## src/rtl/wmem_loader.sv

```systemverilog
// Packs a DATA_WIDTH element stream into ROW_NUM-wide rows and writes each
// completed row to consecutive weight memory addresses starting at a base.
module wmem_loader #(
    parameter int DATA_WIDTH    = 8,
    parameter int ROW_NUM       = 6,
    parameter int ADDR_WIDTH    = 7,
    parameter int ROW_WGT_WIDTH = DATA_WIDTH * ROW_NUM
) (
    input  logic                     i_clk,
    input  logic                     i_rst,
    input  logic                     i_start,
    input  logic [ADDR_WIDTH-1:0]    i_base_addr,
    input  logic [ADDR_WIDTH:0]      i_num_rows,
    input  logic                     i_data_valid,
    input  logic [DATA_WIDTH-1:0]    i_data,
    output logic                     o_data_ready,
    output logic                     o_wr_en,
    output logic [ADDR_WIDTH-1:0]    o_wr_addr,
    output logic [ROW_WGT_WIDTH-1:0] o_wr_data,
    output logic                     o_busy,
    output logic                     o_done
);

    localparam int EW = (ROW_NUM > 1) ? $clog2(ROW_NUM) : 1;
    localparam logic [EW-1:0]       LAST_ELEM = EW'(ROW_NUM - 1);
    localparam logic [EW-1:0]       ELEM_ONE  = EW'(1);
    localparam logic [ADDR_WIDTH:0] ROW_ONE   = (ADDR_WIDTH + 1)'(1);

    typedef enum logic [1:0] {
        IDLE,
        LOAD,
        DONE
    } state_t;

    state_t                   state;
    logic [EW-1:0]            elem_cnt;
    logic [ADDR_WIDTH:0]      row_cnt;
    logic [ADDR_WIDTH:0]      num_rows;
    logic [ADDR_WIDTH-1:0]    base_addr;
    logic [ROW_WGT_WIDTH-1:0] pack;
    logic [ROW_WGT_WIDTH-1:0] row_next;
    logic                     accept;
    logic                     row_end;
    logic                     last_row;

    assign o_data_ready = (state == LOAD);
    assign o_busy       = (state != IDLE);
    assign accept       = i_data_valid && (state == LOAD);
    assign row_end      = (elem_cnt == LAST_ELEM);
    assign last_row     = (row_cnt == num_rows - ROW_ONE);

    // Row as it looks once the element on the stream lands in its slot.
    always_comb begin
        row_next = pack;
        for (int k = 0; k < ROW_NUM; k++) begin
            if (elem_cnt == EW'(k)) begin
                row_next[k*DATA_WIDTH +: DATA_WIDTH] = i_data;
            end
        end
    end

    always_ff @(posedge i_clk) begin
        if (i_rst) begin
            state     <= IDLE;
            elem_cnt  <= '0;
            row_cnt   <= '0;
            num_rows  <= '0;
            base_addr <= '0;
            pack      <= '0;
            o_wr_en   <= 1'b0;
            o_wr_addr <= '0;
            o_wr_data <= '0;
            o_done    <= 1'b0;
        end else begin
            o_wr_en <= 1'b0;
            o_done  <= 1'b0;
            unique case (state)
                IDLE: begin
                    if (i_start) begin
                        base_addr <= i_base_addr;
                        num_rows  <= i_num_rows;
                        row_cnt   <= '0;
                        elem_cnt  <= '0;
                        pack      <= '0;
                        if (i_num_rows == '0) begin
                            state  <= DONE;
                            o_done <= 1'b1;
                        end else begin
                            state <= LOAD;
                        end
                    end
                end
                LOAD: begin
                    if (accept) begin
                        pack <= row_next;
                        if (row_end) begin
                            elem_cnt  <= '0;
                            row_cnt   <= row_cnt + ROW_ONE;
                            o_wr_en   <= 1'b1;
                            o_wr_addr <= base_addr + row_cnt[ADDR_WIDTH-1:0];
                            o_wr_data <= row_next;
                            // Final write and done share the DONE cycle.
                            if (last_row) begin
                                state  <= DONE;
                                o_done <= 1'b1;
                            end
                        end else begin
                            elem_cnt <= elem_cnt + ELEM_ONE;
                        end
                    end
                end
                DONE: begin
                    state <= IDLE;
                end
                default: begin
                    state <= IDLE;
                end
            endcase
        end
    end

endmodule

```

## config.mk

```make
export PLATFORM = sky130hd
export DESIGN_NAME = wmem_loader
export DESIGN_NICKNAME = d
export VERILOG_FILES = /design/src/rtl/wmem_loader.sv
export SDC_FILE = /design/constraint.sdc
export NUM_CORES = 1
export LEC_CHECK = 0
export CORE_MARGIN = 8
export CORE_UTILIZATION = 38
export DETAILED_ROUTE_END_ITERATION = 10
export SETUP_SLACK_MARGIN = 0.02
export SLEW_MARGIN = 0
export SYNTH_ARGS = -nofsm -noshare
export SYNTH_HDL_FRONTEND = slang
export SYNTH_SLANG_ARGS = --single-unit
```

## constraint.sdc

```tcl
create_clock -name i_clk -period 1.8 [get_ports i_clk]
set_input_delay 0.36 -clock i_clk [delete_from_list [all_inputs] [get_ports i_clk]]
set_output_delay 0.36 -clock i_clk [all_outputs]
set_load 0.02 [all_outputs]
```

==> results.ini <==
[status]
status=finished, final reports clean

[logic_synthesis]
floorplan.nets=662
ys_warn_count=0
yosys_area_mm2=0.00526
edf_count=0
ys_sh_aoi=0.163
syn_avg_cell_area_um2=8.42
ff_type=dfxtp_1
yosysTopAreaCellShare=0.476
async_reset_ff_frac=0
syn_inst=625
yosysUniqueCellTypes=52

[route]
routedWlPerCell_um=15.6
dr.pass1.iters=4
detail-route-antenna-nets=0
via_per_inst=5.16

[power_and_ir_drop]
power.total_uw=6710
p_comb_frac=0.064
seq_power_share=0.422
peakVddDrop_v=0.000668

[sta]
fmax_mhz=572
post-route-period-util=0.972
rsz0062_at_grt=yes
hold_slack_ns=0.362

[clock_tree]
cts_root_buffer=clkbuf_16
numCtsBuffers=17
clkLatencyLatePin_ns=0.41

[job]
warning_count=28

[setup_path]
critPathLaunchType=register
crit_type=reg2reg
crit_required_ns=2.12
path_buffers=1

[floorplanning]
die_area_mm2=0.0179
rows=43

[grt]
track_usage=0.164
grt-busiest-layer=met2
antenna_found_initial=0

[final_layout]
logic_area_mm2=0.00258
area_growth_pct=36.8
fin_area_mm2=0.00720

-- cell families (layout without fill, tap and decap cells) --
group / count (synthesis) / count (layout)
flops: 125 / 125
mux: 16 / 16
simple gates: 253 / 253
xor+xnor: 19 / 19
fa+ha+maj: 10 / 10
buf+inv: 61 / 169
compound gates: 141 / 141
-- worst paths after layout --
kind,from,endpoint,slack [ns],depth (start not counted)
setup reg to reg,row_cnt[0],o_wr_addr[6],0.05,8
hold / removal,i_rst,num_rows[4],0.36,2
hold reg to reg,o_wr_data[0],o_wr_data[0],0.45,2
setup / recovery,row_cnt[0],o_wr_addr[6],0.05,8
-- per-layer routing --
metal  wire length (um)  up-vias
met5                  0        -
met4                212        0
met3                694       19
li1                   -     2356
met2               7120      105
met1               6240     2231
-- Yosys cell counts, drive strengths merged, types with 9 or more instances --
master,count
a21oi,79
ha,9
xor2,11
nand3,19
nand2,122
mux2i,16
buf,22
nand4,11
clkbuf,32
a22oi,24
dfxtp,125
nor2,60
a211oi,17
-- metrics by stage --
step	TNS, ns	worst slack, ns	utilization	cells
3_5_place_dp	-15.09	-0.277	0.476	883
2_1_floorplan	-0.0341	-0.0341	-	625
5_1_grt	-0.0609	-0.0609	0.525	913
4_1_cts	0	0.0207	0.522	913
6_report	0	0.0510	0.525	913
3_3_place_gp	-13.43	-0.222	0.476	883
-- final cells by class --
type,instances,share of cell area
clock inverters,6,0.0153
well taps,180,0.0313
inverters,7,0.00365
flip-flops and latches,125,0.348
multi-input cells,439,0.358
repair buffers,133,0.175
clock buffers,23,0.0678
-- power by group through the flow --
stage          clock network, uW  registers, uW  logic [uW]
2_1_floorplan                  0           2880         244
3_3_place_gp                   0           2880         413
3_5_place_dp                   0           2880         420
4_1_cts                     3530           2830         424
5_1_grt                     3660           2830         467
6_report                    3450           2830         426
-- sequential cells by signal, indices dropped and copies added, names as in the netlist, 2 cells and up --
name,flops
o_wr_data,48
pack,40
num_rows,8
row_cnt,8
base_addr,7
o_wr_addr,7
elem_cnt,3
state,2
-- layout by cell type (no fill, tap or decap), types with 4 or more instances in the layout --
master	netlist	routed
nand2_1	122	122
inv_1	7	6
a22oi_1	24	24
a21oi_1	78	76
dlymetal6s2s_1	0	5
buf_4	0	45
xor2_1	11	10
nand3_1	19	19
buf_12	0	4
nor2_1	59	58
nor3_1	4	4
nand4_1	11	11
xnor2_1	8	8
a211oi_1	17	17
ha_1	9	7
mux2i_1	16	16
dfxtp_1	125	121
clkbuf_16	0	17
clkdlybuf4s50_1	0	76
clkbuf_8	0	4
dfxtp_2	0	4
nor4_1	5	4
-- timing repair --
| item | 4_1_cts | 5_1_grt |
|---|---|---|
| endpoints found under the setup margin | 5 | 28 |
| gates resized | 11 | 16 |
| cloned | 0 | 0 |
| buffers inserted | 1 | 0 |
| hold buffers | 0 | 0 |
| pin swaps | 5 | 4 |
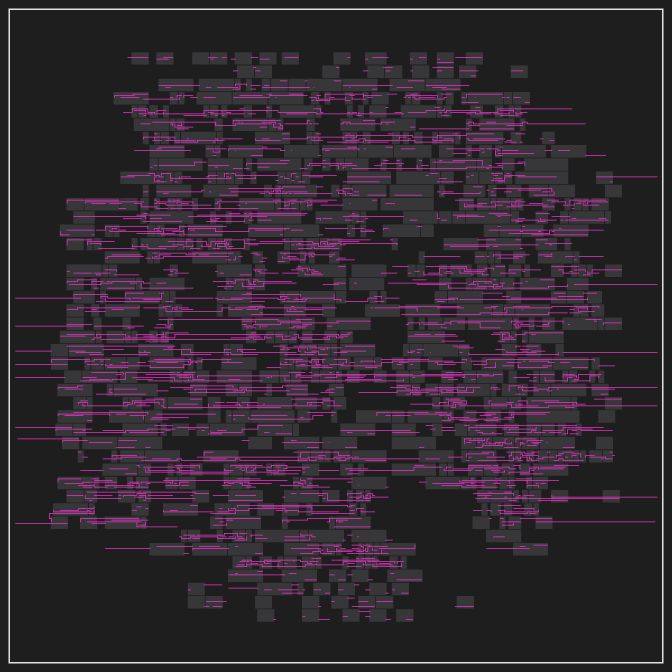
*Met1 routing*
- wire length on this layer: 6,240 um
- main direction: horizontal
- longest straight run: 30.4 um
- share of all routed wire: 44%
- nets with wire on the layer: 709
DR vias: 4,711
met1 usage: 0.194
Routed WL: 14,300 um

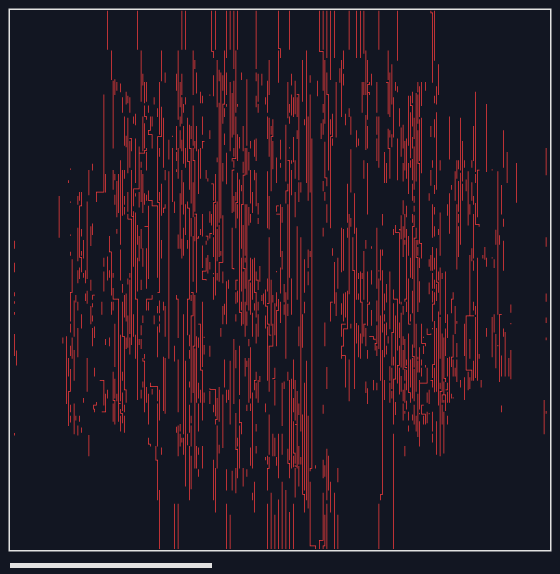
*Signal wires on met2*
Bar = 50 um.
- wire length on this layer: 7,120 um
- longest straight run: 81.6 um
- main direction: vertical
met2 usage: 0.271

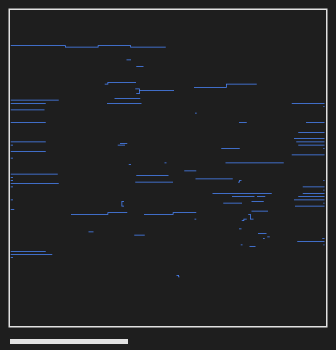
*The metal 3 layer*
Bar = 50 um.
- wire length on this layer: 694 um
- nets with wire on the layer: 62
- main direction: horizontal
- longest straight run: 24.8 um
grt met3 use: 0.0538

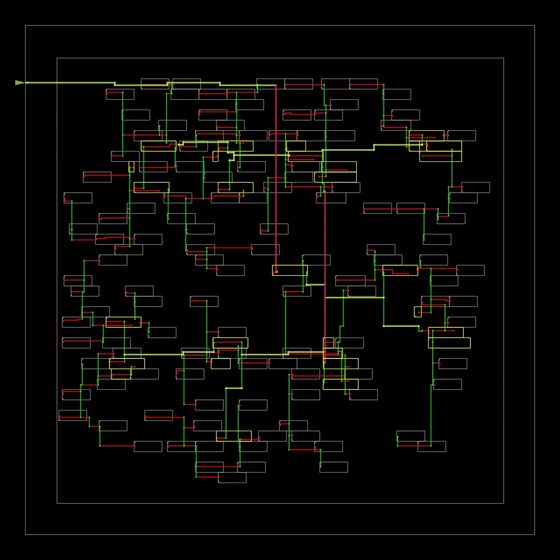
*Clock routing*
Max Clock Skew: 0.00818 ns
CTS Sinks: 125

No activity file was given, so power comes from the tool's default toggle rates.
